`src/rtl/display_7seg_mux_pkg.sv`:
```
// Shared constants for the multiplexed seven-segment driver: blank pattern,
// PWM period limit and the active-low hex glyph table {g,f,e,d,c,b,a}.
package display_pkg;

  localparam logic [6:0] SEG_BLANK = 7'h7F;
  localparam logic [3:0] PWM_MAX   = 4'd14;

  // Entry [h] is the glyph for hex digit h (index 15 written first).
  localparam logic [15:0][6:0] GLYPH = {
    7'b0001110,  // F
    7'b0000110,  // E
    7'b0100001,  // d
    7'b1000110,  // C
    7'b0000011,  // b
    7'b0001000,  // A
    7'b0010000,  // 9
    7'b0000000,  // 8
    7'b1111000,  // 7
    7'b0000010,  // 6
    7'b0010010,  // 5
    7'b0011001,  // 4
    7'b0110000,  // 3
    7'b0100100,  // 2
    7'b1111001,  // 1
    7'b1000000   // 0
  };

  function automatic logic [6:0] hex2seg(input logic [3:0] h);
    return GLYPH[h];
  endfunction

endpackage

```
`src/rtl/display_7seg_mux_hex7seg_dec.sv`:
```
// Combinational nibble to active-low seven-segment decoder.
module hex7seg_dec
  import display_pkg::*;
(
  input  logic [3:0] hex,
  output logic [6:0] seg
);

  assign seg = hex2seg(hex);

endmodule

```
`src/rtl/display_7seg_mux.sv`:
```
// Time-multiplexed seven-segment driver with double-buffered, tear-free
// frame updates, leading-zero blanking and PWM brightness control.
module display_7seg_mux
  import display_pkg::*;
#(
  parameter int N_DIGITS    = 8,
  parameter int REFRESH_DIV = 100000
) (
  input  logic                    clk_i,
  input  logic                    reset_i,
  input  logic [4*N_DIGITS-1:0]   dato_i,
  input  logic [N_DIGITS-1:0]     dp_i,
  input  logic                    load_i,
  input  logic                    blank_lz_i,
  input  logic [3:0]              brightness_i,
  output logic [N_DIGITS-1:0]     an_o,
  output logic [6:0]              seg_o,
  output logic                    dp_o,
  output logic                    pending_o,
  output logic                    frame_o
);

  localparam int PW = (REFRESH_DIV > 1) ? $clog2(REFRESH_DIV) : 1;
  localparam int IW = $clog2(N_DIGITS);

  logic [PW-1:0]                   presc;
  logic [IW-1:0]                   idx;
  logic [3:0]                      pwm_cnt;
  logic [4*N_DIGITS-1:0]           pend_dat, disp_dat;
  logic [N_DIGITS-1:0]             pend_dp, disp_dp;
  logic                            tick, frame_b;
  logic [N_DIGITS-1:0][6:0]        dig_seg, dig_seg_b;

  assign tick    = (presc == PW'(REFRESH_DIV - 1));
  assign frame_b = tick && (idx == IW'(N_DIGITS - 1));

  // One decoder per digit; a digit is blanked when it and every more
  // significant nibble are zero. Digit 0 always shows.
  for (genvar k = 0; k < N_DIGITS; k++) begin : g_dig
    hex7seg_dec u_dec (
      .hex (disp_dat[4*k +: 4]),
      .seg (dig_seg[k])
    );
    if (k == 0) begin : g_lsd
      assign dig_seg_b[k] = dig_seg[k];
    end else begin : g_msd
      assign dig_seg_b[k] = (blank_lz_i && (disp_dat[4*N_DIGITS-1:4*k] == '0))
                            ? SEG_BLANK : dig_seg[k];
    end
  end

  // Slot prescaler, digit index and PWM phase counters.
  always_ff @(posedge clk_i or posedge reset_i) begin
    if (reset_i) begin
      presc   <= '0;
      idx     <= '0;
      pwm_cnt <= '0;
    end else begin
      presc   <= tick ? '0 : presc + PW'(1);
      if (tick)
        idx   <= (idx == IW'(N_DIGITS - 1)) ? '0 : idx + IW'(1);
      pwm_cnt <= (pwm_cnt == PWM_MAX) ? '0 : pwm_cnt + 4'd1;
    end
  end

  // Double buffer: loads park in the pending buffer and only reach the
  // display buffer at a frame boundary; a load on the boundary goes straight in.
  always_ff @(posedge clk_i or posedge reset_i) begin
    if (reset_i) begin
      pend_dat  <= '0;
      pend_dp   <= '0;
      disp_dat  <= '0;
      disp_dp   <= '0;
      pending_o <= 1'b0;
    end else begin
      if (load_i) begin
        pend_dat <= dato_i;
        pend_dp  <= dp_i;
      end
      if (frame_b) begin
        if (load_i) begin
          disp_dat <= dato_i;
          disp_dp  <= dp_i;
        end else if (pending_o) begin
          disp_dat <= pend_dat;
          disp_dp  <= pend_dp;
        end
        pending_o <= 1'b0;
      end else if (load_i) begin
        pending_o <= 1'b1;
      end
    end
  end

  // Registered pad drivers; the anode is gated by the PWM duty window.
  always_ff @(posedge clk_i or posedge reset_i) begin
    if (reset_i) begin
      an_o    <= '1;
      seg_o   <= SEG_BLANK;
      dp_o    <= 1'b1;
      frame_o <= 1'b0;
    end else begin
      an_o    <= (pwm_cnt < brightness_i) ? ~(N_DIGITS'(1) << idx) : '1;
      seg_o   <= dig_seg_b[idx];
      dp_o    <= ~disp_dp[idx];
      frame_o <= frame_b;
    end
  end

endmodule

```
`config.mk`:
```
export PLATFORM = sky130hd
export DESIGN_NAME = display_7seg_mux
export DESIGN_NICKNAME = d
export VERILOG_FILES = /design/src/rtl/display_7seg_mux_pkg.sv /design/src/rtl/display_7seg_mux_hex7seg_dec.sv /design/src/rtl/display_7seg_mux.sv
export SDC_FILE = /design/constraint.sdc
export NUM_CORES = 1
export LEC_CHECK = 0
export ABC_AREA = 1
export CAP_MARGIN = 20
export CORE_MARGIN = 2
export CORE_UTILIZATION = 55
export CTS_CLUSTER_SIZE = 30
export DETAILED_ROUTE_END_ITERATION = 12
export GPL_TIMING_DRIVEN = 1
export MAX_ROUTING_LAYER = met4
export PLACE_DENSITY_LB_ADDON = 0.08
export SLEW_MARGIN = 10
export SYNTH_ARGS = -nofsm -noshare
export SYNTH_HDL_FRONTEND = slang
export SYNTH_SLANG_ARGS = --single-unit
```
`constraint.sdc`:
```
create_clock -name clk_i -period 8.2 [get_ports clk_i]
set_input_delay 0.82 -clock clk_i [delete_from_list [all_inputs] [get_ports clk_i]]
set_output_delay 0.82 -clock clk_i [all_outputs]
set_load 0.03 [all_outputs]
```
==> reports/qor.csv, run 1 <==
metric,value,unit
inverters,90,
drt-total-wl,17.44,mm
comb_share,44.86,%
wl_met2,8.218,mm
utilization,64.29,%
critPathCapture,disp_dat[18],
reg2reg_setup_slack,5.34,ns
cp_max_fo,42,
area_share_clock_buf_inv,6.359,%
port_buffers,65,
fp.dieH,122.1,microns
drtIter0Drc,482,
peakVddDrop,0.0001194,V
pwr-share-comb,5.4,%
layout.nets,1205,
rr_startpoint,idx[1],
final_common_cell,nand2_1,
dp.cells,1267,
drive_gt1_share,6.702,%
ant_nets,0,
hpwl,11.79,mm
met3_length,798,microns
holdCritStartpoint,presc[0],
cts_setup_buffers,0,
post_drt_via_cell_ratio,5.218,
route.detailed.drc,0,
yosysMostFrequentCell,nand2_1,
slew_violations,0,
place_area,0.008292,sq mm
cpMostUsedCell,nand2_1,
worst-path-buf-inv,2,
ys.flop_type,dfrtp_1,
reg.largest.list,"disp_dat (32), pend_dat (32), presc (17)",
status,completed,
clockBufferDepth,2,
drt-met1-wl,8.139,mm
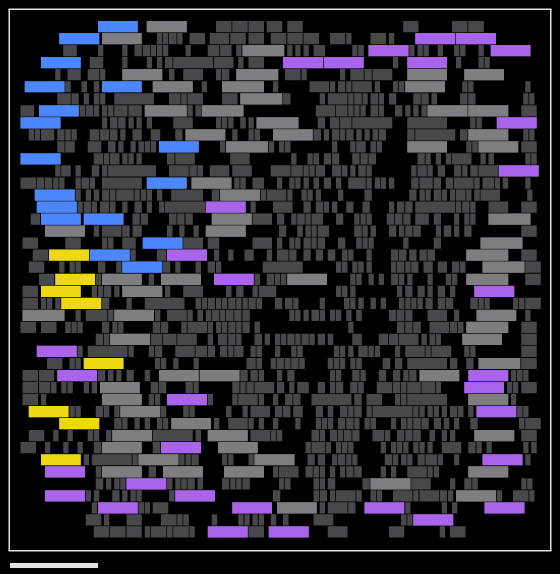
**Above:** run 1 (sequential cells colored by netlist name).
The bar under the picture is 20 microns long.
Purple marks `pend_dat`, sequential cells 32, where all over the die. Blue marks `presc`, sequential cells 17. Yellow marks `pend_dp`, sequential cells 8.

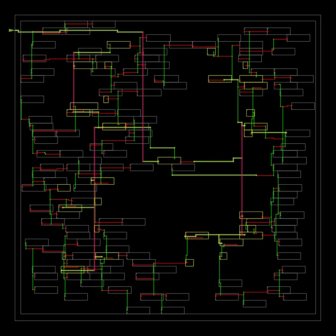
**Above:** run 1 (clock wiring as the flow saved it).
clk pwr: 707 uW
TritonCTS Buffers: 17
clk_skew: 0.01067 ns
clk_buf instances: 19

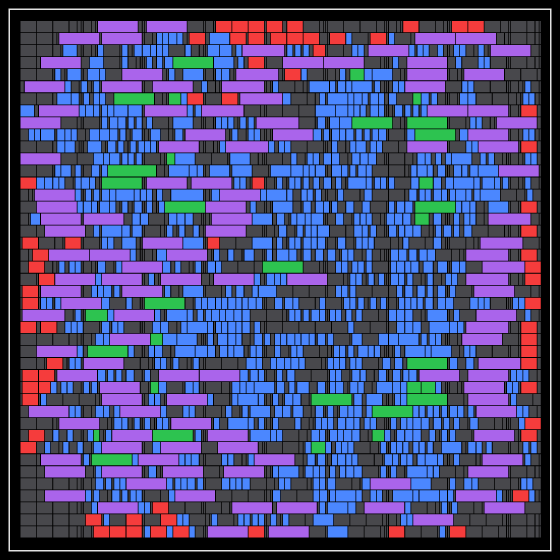
**Above:** run 1 (cells colored by class).
Fill, decap, tap and diode cells in gray.
Blue marks all other logic, cells 896. Red marks other buffers and delay cells, cells 69. Purple marks flops, cells 122. Green marks clock drivers and dummy loads, cells 32.

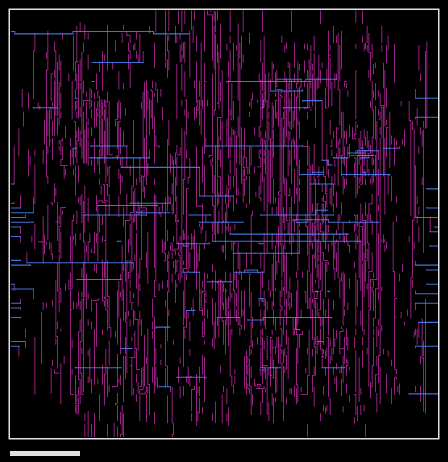
**Above:** run 1 (wiring by layer).
The bar under the picture is 20 microns long. Only two layers are drawn.
Blue marks met3, wire length 798 microns. Magenta marks met2, wire length 8220 microns.

==> run 2: changes to the inputs <==
CORE_UTILIZATION = 53   (was 55)
clock period = 2.7 ns   (was 8.2 ns; I/O delays follow)
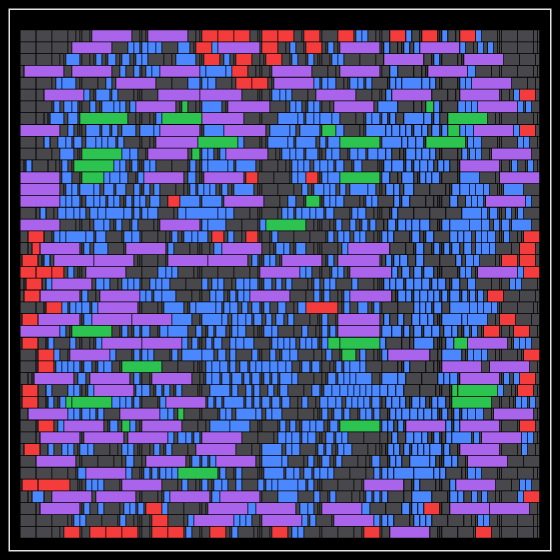
**Above:** run 2 (cells colored by class).
Fill, decap, tap and diode cells in gray.
Blue marks all other logic, cells 896. Red marks other buffers and delay cells, cells 73. Green marks clock drivers and dummy loads, cells 32. Purple marks flops, cells 122.

==> run 2 against run 1 <==
Effect of this change: count of clock-buffer cells in the layout increased by 3; critical path depth increased by 6; worst setup slack got worse by 4.4 ns; clock skew increased by 0.00080 ns; largest power group unchanged; synthesized cell count unchanged; cell count increased by 0.31%; combinational power increased to 3.1 times the previous value; non-clock buffer count increased by 4.
==> reports/qor.csv, run 2 <==
metric,value,unit,change
layout.nets,1209,,+0.33%
final_common_cell,nand2_1,,
regArea,0.003073,sq mm,
reg2reg_setup_slack,0.77,ns,-4.57 ns
dp.cells,1271,,+0.32%
post_drt_via_cell_ratio,5.209,,-0.17%
drive_gt1_share,6.857,%,+0.15 points
wl_met2,7.841,mm,-4.6%
buffers,73,,
met3_length,810,microns,+1.5%
place_area,0.008343,sq mm,+0.62%
area_share_clock_buf_inv,6.177,%,-0.18 points
cts_setup_buffers,0,,unchanged
ant_nets,0,,unchanged
critPathCapture,seg_o[0],,
pwr-share-comb,5.6,%,+0.2 points
yosysMostFrequentCell,nand2_1,,
numCtsBuffers,17,,unchanged
clockBufferDepth,2,,unchanged
drt-met1-wl,8.534,mm,+4.9%
top_usage_layer,met2,,
cp_max_fo,5,,-88%
syn_inst,1065,,
slew_violations,0,,unchanged
drt-total-wl,17.50,mm,+0.36%
inverters,90,,unchanged
status,completed,,
route.detailed.drc,0,,unchanged
cpMostUsedCell,nand2_1,,
gp_congestion,0.9246,,
fp.dieH,124.3,microns,+1.8%
peakVddDrop,0.0003882,V,+230%
hpwl,12.02,mm,+2.0%
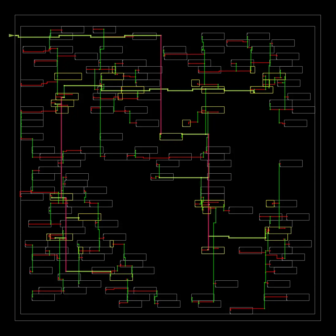
**Above:** run 2 (clock wiring as the flow saved it).
clk_buf instances: 22
clk pwr: 2.11 mW
clock sinks: 122

==> run 3: changes to the inputs <==
clock period = 1.64 ns   (was 2.7 ns; I/O delays follow)
==> run 3 against run 2 <==
Effect of this change: the run now ends with negative setup slack left; count of clock-buffer cells in the layout down 4; wire length increased by 19%; cell area is 16% higher; critical path depth down 2; synthesized area unchanged; first-iteration DRC count decreased by 26%; critical path type unchanged; largest power group unchanged.
==> reports/qor.csv, run 3 <==
metric,value,unit,change
status,finished with violations,,
violations,negative setup slack,,
route.detailed.drc,0,,unchanged
peakVddDrop,0.0006887,V,+77%
place_area,0.008966,sq mm,+7.5%
met3_length,851,microns,+5.1%
clkSinkCount,122,,unchanged
wl_met2,10.06,mm,+28%
final_common_cell,nand2_1,,
cp_max_fo,4,,-1
clockBufferDepth,2,,unchanged
numCtsBuffers,17,,unchanged
n_clock_buffer,18,,-18%
drt-total-wl,20.88,mm,+19%
critPathCapture,disp_dat[30],,
fp.dieH,124.3,microns,unchanged
yosysMostFrequentCell,nand2_1,,
slew_violations,0,,unchanged
p_seq_share,42.7,%,
syn_area_per_cell,7.199,sq um,
hpwl,13.49,mm,+12%
ant_nets,0,,unchanged
inverters,90,,unchanged
path_cells,inv_1 > nand4_1 > nor2_1 > nand2_4 > nor2_8 > buf_4 > buf_4 > buf_4 > nand3_1 > nand2_1,,
placeableCoreArea,0.01399,sq mm,
reg2reg_setup_slack,-0.05,ns,-0.82 ns
buffers,171,,+130%
cpMostUsedCell,buf_4,,
syn2layout_area_growth,34.53,%,
cts_setup_buffers,3,,+3
post_drt_via_cell_ratio,5.276,,+1.3%
drive_gt1_share,22.77,%,+16 points
gp_congestion,0.9610,,+3.9%
pwr-share-comb,5.9,%,+0.3 points
setup_violations,35,,
layout.nets,1307,,+8.1%
area_share_clock_buf_inv,5.786,%,-0.39 points
regArea,0.003077,sq mm,+0.12%
edf_count,0,,
worst_slack,-0.05201,ns,
top_usage_layer,met2,,
powerClk,3.76,mW,+78%
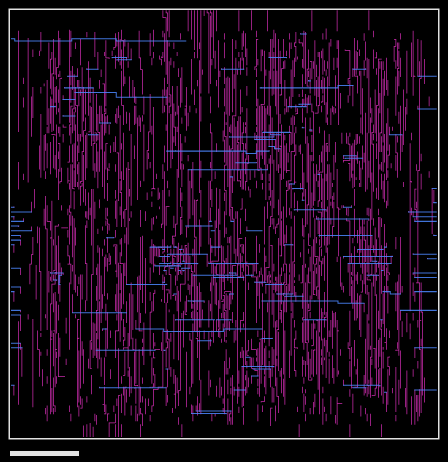
**Above:** run 3 (wiring by layer).
The bar under the picture is 20 microns long. Only two layers are drawn.
Blue marks met3, wire length 851 microns. Magenta marks met2, wire length 10100 microns.

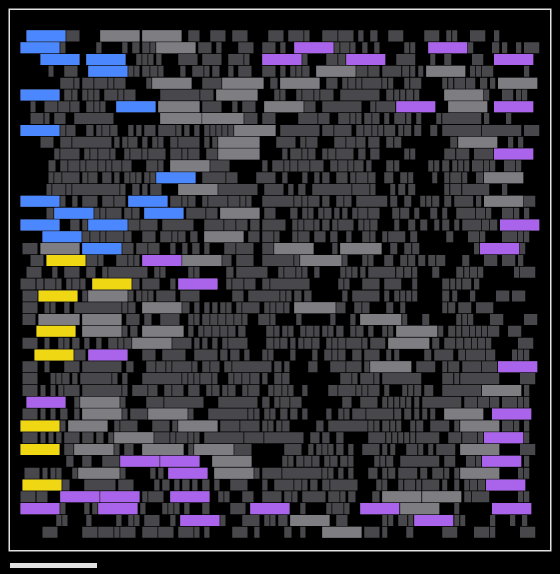
**Above:** run 3 (sequential cells colored by netlist name).
The bar under the picture is 20 microns long.
Blue marks `presc`, sequential cells 17. Purple marks `pend_dat`, sequential cells 32, where all over the die. Yellow marks `pend_dp`, sequential cells 8.
Another 65 sequential cells are not colored.

Power is estimated from default activity; no workload was simulated.
